==> src/rtl/and_array_shift_add_mult_if.sv <==
// Start/done handshake bundle for the shift-add multiplier: operands and
// start in, busy/done and the product register out.
interface and_array_shift_add_mult_if #(
  parameter int WIDTH = 4
);
  logic               start;
  logic [WIDTH-1:0]   a;
  logic [WIDTH-1:0]   b;
  logic               busy;
  logic               done;
  logic [2*WIDTH-1:0] res;

  modport master (output start, a, b, input busy, done, res);
  modport slave  (input start, a, b, output busy, done, res);
endinterface

==> src/rtl/and_array_shift_add_mult.sv <==
// Sequential unsigned multiplier: an AND array gates the multiplicand by one
// multiplier bit per cycle, the result is added into a right-shifting accumulator.
// Optional macro AND_MULT_ZERO_BYPASS_EN: a zero operand skips CALC and goes straight to DONE.
module and_array_shift_add_mult #(
  parameter int WIDTH = 4
) (
  input logic                    clk,
  input logic                    rst,
  and_array_shift_add_mult_if.slave bus
);
  localparam int CW = $clog2(WIDTH) + 1;

  typedef enum logic [1:0] {IDLE, CALC, DONE} state_t;

  state_t               state, state_next;
  logic [WIDTH-1:0]     a_reg, b_reg, pp;
  logic [2*WIDTH-1:0]   acc, acc_next, res_reg;
  logic [WIDTH:0]       sum;
  logic [CW-1:0]        count;
  logic                 last, bypass, busy, done;

  always_comb begin
    // NOTE: every combinational output gets a default first so no path infers a latch.
    state_next = state;
    busy       = 1'b0;
    done       = 1'b0;
    bypass     = 1'b0;
`ifdef AND_MULT_ZERO_BYPASS_EN
    bypass     = (bus.a == '0) || (bus.b == '0);
`endif

    // Carry-out of the upper-half add becomes the new MSB after the shift.
    pp       = a_reg & {WIDTH{b_reg[0]}};
    sum      = {1'b0, acc[2*WIDTH-1:WIDTH]} + {1'b0, pp};
    acc_next = {sum, acc[WIDTH-1:1]};
    last     = (count == CW'(WIDTH - 1));

    case (state)
      IDLE: if (bus.start) state_next = bypass ? DONE : CALC;
      CALC: begin
        busy = 1'b1;
        if (last) state_next = DONE;
      end
      DONE: begin
        busy       = 1'b1;
        done       = 1'b1;
        state_next = IDLE;
      end
      default: state_next = IDLE;
    endcase
  end

  always_ff @(posedge clk) begin
    // NOTE: non-blocking assignments so every register samples pre-edge values.
    if (rst) begin
      state   <= IDLE;
      a_reg   <= '0;
      b_reg   <= '0;
      acc     <= '0;
      count   <= '0;
      res_reg <= '0;
    end else begin
      state <= state_next;
      case (state)
        IDLE: if (bus.start) begin
          a_reg <= bus.a;
          b_reg <= bus.b;
          acc   <= '0;
          count <= '0;
          if (bypass) res_reg <= '0;
        end
        CALC: begin
          acc   <= acc_next;
          b_reg <= b_reg >> 1;
          count <= count + 1'b1;
          if (last) res_reg <= acc_next;
        end
        default: ;
      endcase
    end
  end

  assign bus.busy = busy;
  assign bus.done = done;
  assign bus.res  = res_reg;
endmodule
==> src/flat_wrapper.sv <==
// flat-port wrapper written by rule: the top's interface ports become plain ports
module and_array_shift_add_mult_flat 
#(
  parameter int WIDTH = 4
)
  (clk, rst, bus_start, bus_a, bus_b, bus_busy, bus_done, bus_res);
  and_array_shift_add_mult_if #(.WIDTH(WIDTH)) bus_i ();
  input logic clk;
  input logic rst;
  input wire logic [$bits(bus_i.start)-1:0] bus_start;
  input wire logic [$bits(bus_i.a)-1:0] bus_a;
  input wire logic [$bits(bus_i.b)-1:0] bus_b;
  output wire logic [$bits(bus_i.busy)-1:0] bus_busy;
  output wire logic [$bits(bus_i.done)-1:0] bus_done;
  output wire logic [$bits(bus_i.res)-1:0] bus_res;
  assign bus_i.start = bus_start;
  assign bus_i.a = bus_a;
  assign bus_i.b = bus_b;
  assign bus_busy = bus_i.busy;
  assign bus_done = bus_i.done;
  assign bus_res = bus_i.res;
  and_array_shift_add_mult #(.WIDTH(WIDTH)) u_core (.clk(clk), .rst(rst), .bus(bus_i));
endmodule
==> config.mk <==
export PLATFORM = sky130hd
export DESIGN_NAME = and_array_shift_add_mult_flat
export DESIGN_NICKNAME = d
export VERILOG_FILES = /design/src/rtl/and_array_shift_add_mult_if.sv /design/src/rtl/and_array_shift_add_mult.sv /design/src/flat_wrapper.sv
export SDC_FILE = /design/constraint.sdc
export NUM_CORES = 1
export LEC_CHECK = 0
export CAP_MARGIN = 25
export CORE_ASPECT_RATIO = 1.4
export CORE_UTILIZATION = 47
export DETAILED_ROUTE_END_ITERATION = 10
export HOLD_SLACK_MARGIN = 0.08
export PLACE_DENSITY = 0.81
export SLEW_MARGIN = 20
export SYNTH_ARGS = -nofsm -noshare
export SYNTH_HDL_FRONTEND = slang
export SYNTH_SLANG_ARGS = --single-unit
==> constraint.sdc <==
create_clock -name clk -period 1.5 [get_ports clk]
set_input_delay 0.375 -clock clk [delete_from_list [all_inputs] [get_ports clk]]
set_output_delay 0.375 -clock clk [all_outputs]
set_load 0.01 [all_outputs]
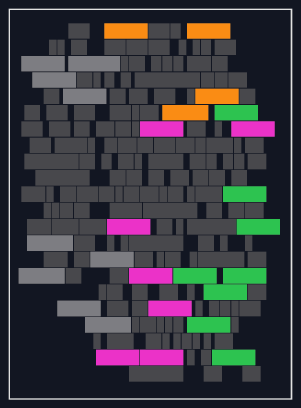
Figure 1: run 1, where the registers sit.
Scale: 6 px per µm. Other sequential cells in the stronger gray, the rest of the logic in the fainter gray.
green -> u_core.bus.res  # placed flops 8
orange -> u_core.a_reg  # placed flops 4
magenta -> u_core.acc  # placed flops 7
not colored = 9

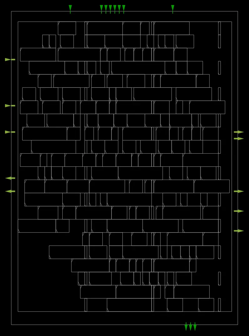
Figure 2: run 1, placement view.
# rows: 22
Seq/total area: 30.6%

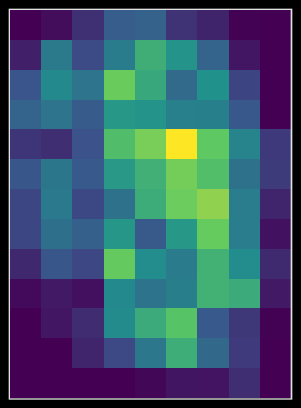
Figure 3: run 1, signal metal coverage by tile.
Scale: 6 px per µm. The die is cut into 9 by 13 equal tiles; dark purple is low, yellow is high, scaled to the fullest tile. Values are wire area over tile area, all layers added.
tiles over half the peak = 24%
nearly empty tiles = 14%
emptiest ninth of the die = lower left

run 1: per-layer routing:
metal | up-vias | GRT usage [%] | wire length (µm)
li1 | 578 | - | -
met5 | - | 0 | 0
met1 | 560 | 24.7 | 1240
met2 | 24 | 42.7 | 1760
met3 | 12 | 3.62 | 84
met4 | 0 | 10.7 | 106
run 1: power by group:
| part | total [µW] | switching, µW | internal (µW) | leakage (µW) |
|---|---|---|---|---|
| sequential | 942 | 86.0 | 856 | 0.000230 |
| clock | 496 | 226 | 270 | 0.0000279 |
| combinational | 1140 | 550 | 593 | 0.000521 |
run 1: per-stage QoR:
stage | utilization, % | instance area [µm²]
2_1_floorplan | - | 1350
3_3_place_gp | 64.0 | 1690
3_5_place_dp | 64.0 | 1690
4_1_cts | 68.8 | 1820
5_1_grt | 70.4 | 1860
6_report | 70.4 | 1860
run 1: critical path, cell delays in order, from the launching register on:
cell and delay, ps:
dfxtp_4 420, and2_4 150, ha_4 130, inv_2 40
fa_2 350, inv_2 60, a21o_1 160, a21oi_2 80
o31ai_1 210
run 1: final timing paths:
| kind | start | to | slack [ps] | depth (start not counted) |
|---|---|---|---|---|
| worst max-delay path | u_core.b_reg[0]$_SDFFE_PP0P_ | u_core.acc[7]$_SDFFE_PP0P_ | -170 | 8 |
| worst min-delay path | u_core.bus.res[3]$_SDFFE_PP0P_ | u_core.bus.res[3]$_SDFFE_PP0P_ | 470 | 2 |
| worst max register to register | u_core.b_reg[0]$_SDFFE_PP0P_ | u_core.acc[7]$_SDFFE_PP0P_ | -170 | 8 |
| worst min register to register | u_core.bus.res[3]$_SDFFE_PP0P_ | u_core.bus.res[3]$_SDFFE_PP0P_ | 470 | 2 |
==> impl_metrics.toml, run 1 <==
# yosys + openroad results
[outcome]
outcome = "finished, violations left"
violations = "setup timing"

[route]
via_per_inst = 5.34
vias = 1174
drt-wirelength-per-cell_um = 14.5
first_pass_iters = 4
drtAntennaViolNets = 0

[logic_synthesis]
xor_area_share_pct = 0.664
yosysSeqAreaShare_pct = 42.5
async_flop_share_pct = 0
mux_share_pct = 4.55
ys_sh_aoi_pct = 16.6
avgSynthCellArea_um2 = 9.10
syn-cell-area_um2 = 1320
synthCells = 145
common_cells = "dfxtp_1, nand2_1, nor2_1"
edf_count = 0
ys_types = 29
syn-num-nets = 168
top_cells_by_area = "dfxtp_1, ha_1, nand2_1, a21oi_1, mux2i_1"
yosys_cells = 145

[setup_path]
startpoint_type = "flop"
crit_required_ps = 1750
cp_max_fo = 5
worstSetupEndpointType = "flop"

[timing]
rsz0062_at_grt = "yes"
worst_slack_ps = -169
slew_violations = 0
slew_headroom_pct = 82.0
max_freq_mhz = 599
post-route-period-util_pct = 111
tightest_slew_ps = 267
clock_skew_ps = 6.67
finalSetupViolCount = 8
finalSetupTns_ps = -843

[cells_and_area]
comb-cell-share_pct = 42.8
area_growth_pct = 40.9
nonClkBufAreaFrac_pct = 19.4
clk_share_pct = 2.82
largest_reg_flops = 8
lay_top_cells = "dfxtp_1, buf_4, nand2_1"
comb_area_um2 = 796
drive_gt1_share_pct = 31.0
fill_cells = 213
dominant-cell-class = "multi-input combinational cells"
antenna_cells = 0

[clock_tree]
clock_sinks = 28
holdBufCountCts = 0
h-tree-depth = 1
numCtsBuffers = 3
clk_latency_ps = 330

[grt]
grt_max_degree = 17
grt_pass1_vias = 1226
antenna_found_initial = 0

[flow_run]
warning_count = 32

[floorplan]
core-area_um2 = 2640
die_w_um = 46.8
ios = 21
tap_cells = 36

[power]
power.leakage_uw = 0.000779
peakVddDrop_v = 0.00121
pwr_density_cell_nw_per_um2 = 1390

[hold_path]
hold_path.class = "flop to flop"

[place]
place_congestion = 0.956
pre_cts_ws_ps = -231
io_buffers = 20
Figure 4. Drive-strength map (run 1).
Scale: 4 px per µm.
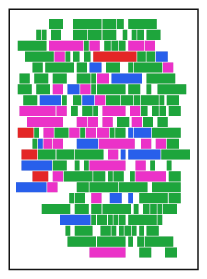

==> run 2, diff against run 1 <==
- CORE_UTILIZATION: 47 -> 55
- CTS_CLUSTER_SIZE: unset -> 14
- DONT_BUFFER_PORTS: unset -> 1
- PLACE_DENSITY: 0.81 -> 0.8
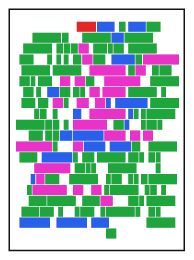
Figure 5: run 2, drive-strength map.
Scale: 4 px per µm.
red -> x6 and larger  # cells 1, share 0.65%
green -> x1 and smaller  # cells 107, share 70%
blue -> x2  # cells 19, share 12%
magenta -> x3 and x4  # cells 26, share 17%

==> impl_metrics.toml, run 2 <==
# yosys + openroad results
[outcome]
outcome = "finished, violations left"
violations = "DRC, setup timing"

[power]
clockPowerShare_pct = 16.3
pwr_density_cell_nw_per_um2 = 1430
p_comb_uw = 929
p_int_uw = 1450
pwr-share-comb_pct = 41.4
power_clock_uw = 365
power-top-group = "registers"
power.share.switching_pct = 35.5
p_seq_share_pct = 42.4
p_switching_uw = 798
power.leakage_uw = 0.000596
p_seq_uw = 952
peakVddDrop_v = 0.00117

[setup_path]
crit_required_ps = 1700
slowest_stage = "dfxtp_4"
startpoint_type = "flop"
cp_cell_sequence = "and2_4, ha_4, inv_2, fa_2, xnor2_2, a22oi_1, nor2_1"
crit_family = "adder cells"
r2r_end = "u_core.acc[5]$_SDFFE_PP0P_"
r2r_slack_ps = -120
worst-path-buf-inv = 1
r2r_cells = 7
r2r_start = "u_core.b_reg[0]$_SDFFE_PP0P_"
worstSetupEndpointType = "flop"
slowest_delay_ps = 400
cp_max_fo = 4

[clock_tree]
h-tree-depth = 1
clk_latency_ps = 320
numCtsBuffers = 3
clock_sinks = 28
holdBufCountCts = 0

[logic_synthesis]
syn-cell-area_um2 = 1320
synthCells = 145
yosys.area_share.adder_pct = 11.9
xor_area_share_pct = 0.664
yosys_cells = 145
avgSynthCellArea_um2 = 9.10
yosysSeqAreaShare_pct = 42.5
ys_types = 29
synth-seq-cells = 28
syn-num-nets = 168
edf_count = 0
ys_sh_aoi_pct = 16.6
async_flop_share_pct = 0
common_cells = "dfxtp_1, nand2_1, nor2_1"
ys_sh_simple_pct = 17.3
mux_share_pct = 4.55
top_cells_by_area = "dfxtp_1, ha_1, nand2_1, a21oi_1, mux2i_1"

[timing]
post-route-period-util_pct = 108
max_freq_mhz = 619
slew_headroom_pct = 44.2
worst_slack_ps = -115
clock_skew_ps = 3.08
rsz0062_at_grt = "yes"
finalSetupViolCount = 7
tightest_slew_ps = 834
slew_violations = 0

[cells_and_area]
comb_area_um2 = 813
drive_gt1_share_pct = 30.1
clk_share_pct = 2.31
area_growth_pct = 19.1
comb-cell-share_pct = 51.8
antenna_cells = 0
comb_cells = 101
seq_area_um2 = 573
largest_reg_flops = 8
dominant-cell-class = "multi-input combinational cells"
seq_share_pct = 36.5
fill_cells = 176
nonClkBufAreaFrac_pct = 5.41
lay_top_cells = "dfxtp_1, nand2_1, nor2_1"
layout_top_cell = "dfxtp_1"

[grt]
grtUsageMet1_pct = 26.3
antenna_found_initial = 0
use_met3_pct = 4.23
grt_pass1_vias = 1027
grt_use_met2_pct = 39.4
busiest_layer = "met2"
grt_max_degree = 29

[floorplan]
ios = 21
tap_cells = 22
core-area_um2 = 2230
row_count = 20
die_w_um = 43.4

[route]
remaining_drc_errors = 6
vias = 1057
drtAntennaViolNets = 0
via_per_inst = 6.04
drt-wirelength-per-cell_um = 16.3
first_pass_iters = 7

[place]
place_hpwl_um = 1880
place_congestion = 0.776
io_buffers = 0

[hold_path]
worst_hold_path.num_cells = 1
worstHoldEndpoint = "u_core.acc[7]$_SDFFE_PP0P_"
hold_path.class = "input port to flop"
min_from = "rst"

[flow_run]
warning_count = 32
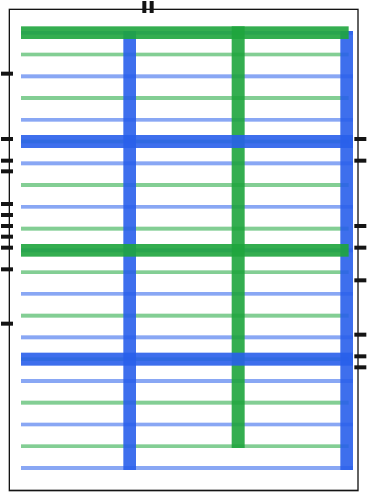
Figure 6: run 2, power grid.
Scale: 8 px per µm. Pins as bars on the die edge.
green -> VDD
blue -> VSS
met1 rails = 21
met4 straps = 3
met5 straps = 4
signal pins = 21

[run 2: stage by stage]
stage          util [%]  area, µm²  hold slack [ps]  worst slack, ps  TNS (ps)
2_1_floorplan         -       1350              432            0.430         0
3_3_place_gp       62.1       1380              439            -48.9      -133
3_5_place_dp       62.1       1380              438             -153      -755
4_1_cts            68.5       1530             87.8            -69.6      -252
5_1_grt            70.6       1570              107             -162     -1000
6_report           70.6       1570              131             -115      -566
[run 2: cell families (layout without fill, tap and decap cells)]
| family | after synthesis | in the layout |
|---|---|---|
| buffers and inverters | 16 | 24 |
| adder cells (fa/ha/maj) | 12 | 12 |
| multiplexers | 6 | 6 |
| XOR/XNOR | 1 | 1 |
| AND/OR/NAND/NOR | 49 | 49 |
| flip-flops | 28 | 28 |
| AND-OR/OR-AND | 33 | 33 |
[run 2: worst max-delay path by stage]
stage / cells after the start / from / endpoint / slack, ps
floorplan: 8 / u_core.b_reg[0]$_SDFFE_PP0P_ / u_core.acc[7]$_SDFFE_PP0P_ / 0.4
global placement: 8 / u_core.b_reg[0]$_SDFFE_PP0P_ / u_core.acc[7]$_SDFFE_PP0P_ / -50
detailed placement: 8 / u_core.b_reg[0]$_SDFFE_PP0P_ / u_core.acc[7]$_SDFFE_PP0P_ / -150
CTS: 8 / u_core.b_reg[0]$_SDFFE_PP0P_ / u_core.acc[7]$_SDFFE_PP0P_ / -70
global route: 8 / u_core.b_reg[0]$_SDFFE_PP0P_ / u_core.acc[7]$_SDFFE_PP0P_ / -160
finish: 7 / u_core.b_reg[0]$_SDFFE_PP0P_ / u_core.acc[5]$_SDFFE_PP0P_ / -120
[run 2: metal layers]
layer | share of wire [%] | wire length [µm]
met5 | 0 | 0
met4 | 1.6 | 46
met3 | 4.1 | 116
met2 | 55 | 1560
met1 | 39 | 1130
Figure 7. Signal metal coverage by tile (run 2).
Scale: 6 px per µm. The die is cut into 9 by 12 equal tiles; dark purple is low, yellow is high, scaled to the fullest tile. Values are wire area over tile area, all layers added.
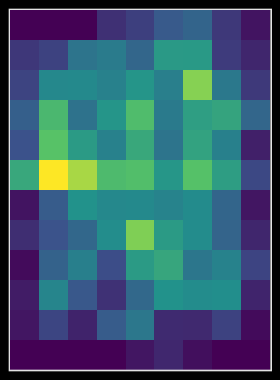

==> run 3, diff against run 2 <==
- clock period: 1.5 -> 1.4 ns (I/O delays scaled with it)
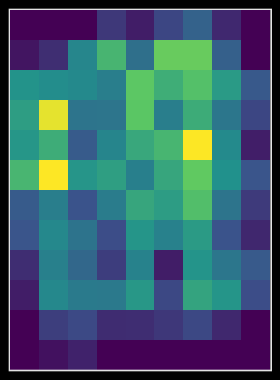
Figure 8: run 3, signal metal coverage by tile.
Scale: 6 px per µm. The die is cut into 9 by 12 equal tiles; dark purple is low, yellow is high, scaled to the fullest tile. Values are wire area over tile area, all layers added.
tiles over half the peak = 31%
mean over tiles = 0.16
nearly empty tiles = 13%
fullest tile = 0.45

==> impl_metrics.toml, run 3 <==
# yosys + openroad results
[grt]
grtUsageMet1_pct = 25.8
use_met3_pct = 3.02
grt_pass1_vias = 1072
grt_use_met2_pct = 42.4
busiest_layer = "met2"
grt_max_degree = 29

[place]
place_congestion = 0.813
place_hpwl_um = 1860
io_buffers = 0
pre_cts_ws_ps = -176

[hold_path]
hold_path.class = "input port to flop"

[clock_tree]
clk_latency_ps = 330
numCtsBuffers = 3
clockRootBuffer = "clkbuf_4"
clock_sinks = 28
cts_tree = "built"

[cells_and_area]
fin_util_pct = 73.1
comb_area_um2 = 822
antenna_cells = 0
lay_top_cells = "dfxtp_1, nand2_1, nor2_1, buf_4, a21oi_1"
largest_reg_flops = 8
seq_area_um2 = 569
layout_top_cell = "dfxtp_1"
drive_gt1_share_pct = 35.2
area_growth_pct = 23.4

[power]
peakVddDrop_v = 0.00106
p_seq_share_pct = 39.2
p_seq_uw = 1000
p_comb_uw = 1160
p_switching_uw = 885
pwr_density_cell_nw_per_um2 = 1570
clockPowerShare_pct = 15.3
p_int_uw = 1670
power.share.switching_pct = 34.6
pwr-share-comb_pct = 45.5
power.leakage_uw = 0.000629
power_clock_uw = 391

[logic_synthesis]
ys_types = 29
async_flop_share_pct = 0
mux_share_pct = 4.55
yosysSeqAreaShare_pct = 42.5
edf_count = 0
syn-cell-area_um2 = 1320
ys_sh_simple_pct = 17.3
avgSynthCellArea_um2 = 9.10
synth-seq-cells = 28
synthCells = 145
yosys.area_share.adder_pct = 11.9
yosys_cells = 145
synth-area-yosys_um2 = 1320
xor_area_share_pct = 0.664
synth_top_cell_by_area = "dfxtp_1"
common_cells = "dfxtp_1, nand2_1, nor2_1"
ys_sh_aoi_pct = 16.6

[timing]
max_freq_mhz = 620
finalSetupViolCount = 8
slew_headroom_pct = 82.7
rsz0062_at_grt = "yes"
worst_slack_ps = -214
tightest_slew_ps = 258
clock_skew_ps = 1.95
post-route-period-util_pct = 115
slew_violations = 0
whs_ps = 60.5

[route]
first_pass_iters = 7
remaining_drc_errors = 4
dr_wl_met2_um = 1420
drtAntennaViolNets = 0
drt-met1-wl_um = 1080
met3_length_um = 98
top_layer_used = "met4"
drt-wirelength-per-cell_um = 14.6
vias = 1069
via_per_inst = 5.91

[floorplan]
row_count = 20
ios = 21
die_w_um = 43.4

[setup_path]
slowest_delay_ps = 380
cp_max_fo = 4
startpoint_type = "flop"
crit_required_ps = 1680
worst-path-buf-inv = 3
worstSetupEndpointType = "flop"
crit_family = "adder cells"
slowest_stage = "dfxtp_2"
cp_cell_sequence = "and2_4, ha_4, inv_2, fa_2, inv_2, a21o_1, a21oi_2, buf_4, a21oi_2"

[outcome]
outcome = "finished, violations left"
violations = "DRC, setup timing"

[flow_run]
warning_count = 35
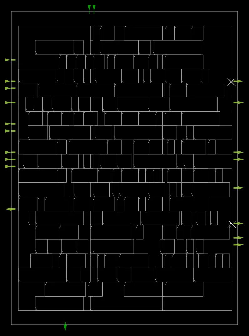
Figure 9: run 3, placement view.
Core Region: 2230 µm²
FILL cells: 161
Tap Cells: 22
flop count: 28
final cell count without fillers: 181

==> run 3: netlist changes by cell type in the layout (fill, tap and decap cells not counted), moves of 2 or more <==
| cell | previous run | this run |
|---|---|---|
| and2_1 | 3 | 1 |
| and2_4 | 2 | 4 |
| buf_4 | 10 | 15 |
| buf_6 | 0 | 2 |
| ha_1 | 4 | 2 |
| nor4_1 | 0 | 2 |
| nor4_2 | 2 | 0 |
==> run 3: path summary, 6_finish.rpt <==
check	start	end	slack [ps]	depth (start not counted)
worst max-delay path	u_core.b_reg[0]$_SDFFE_PP0P_	u_core.bus.res[7]$_SDFFE_PP0P_	-210	9
worst min-delay path	rst	u_core.b_reg[0]$_SDFFE_PP0P_	60	1
worst max register to register	u_core.b_reg[0]$_SDFFE_PP0P_	u_core.bus.res[7]$_SDFFE_PP0P_	-210	9
worst min register to register	u_core.acc[1]$_SDFFE_PP0P_	u_core.bus.res[0]$_SDFFE_PP0P_	460	2
==> run 3: what timing repair did <==
item | CTS | global route
setup buffers | 4 | 0
pin swaps | 12 | 5
endpoints found under the hold margin | 24 | 24
resized | 20 | 5
setup endpoints to repair | 16 | 17
==> run 3: stage by stage <==
step / cells / total power (µW) / TNS (ps) / area (µm²)
5_1_grt: 181 / 2720 / -1700 / 1630
3_3_place_gp: 173 / 1970 / -597 / 1460
6_report: 181 / 2550 / -1060 / 1630
4_1_cts: 181 / 2540 / -969 / 1620
2_1_floorplan: 145 / 1730 / -335 / 1390
3_5_place_dp: 173 / 2020 / -1140 / 1460
==> run 3: final cells by class <==
class / instances / share of cell area [%]
multi-input combinational: 101 / 50.5
timing repair buffer: 17 / 8.29
tap: 22 / 1.69
inverter: 9 / 2.38
sequential: 28 / 34.9
clock buffer: 4 / 2.23
Power and IR drop assume default switching activity.
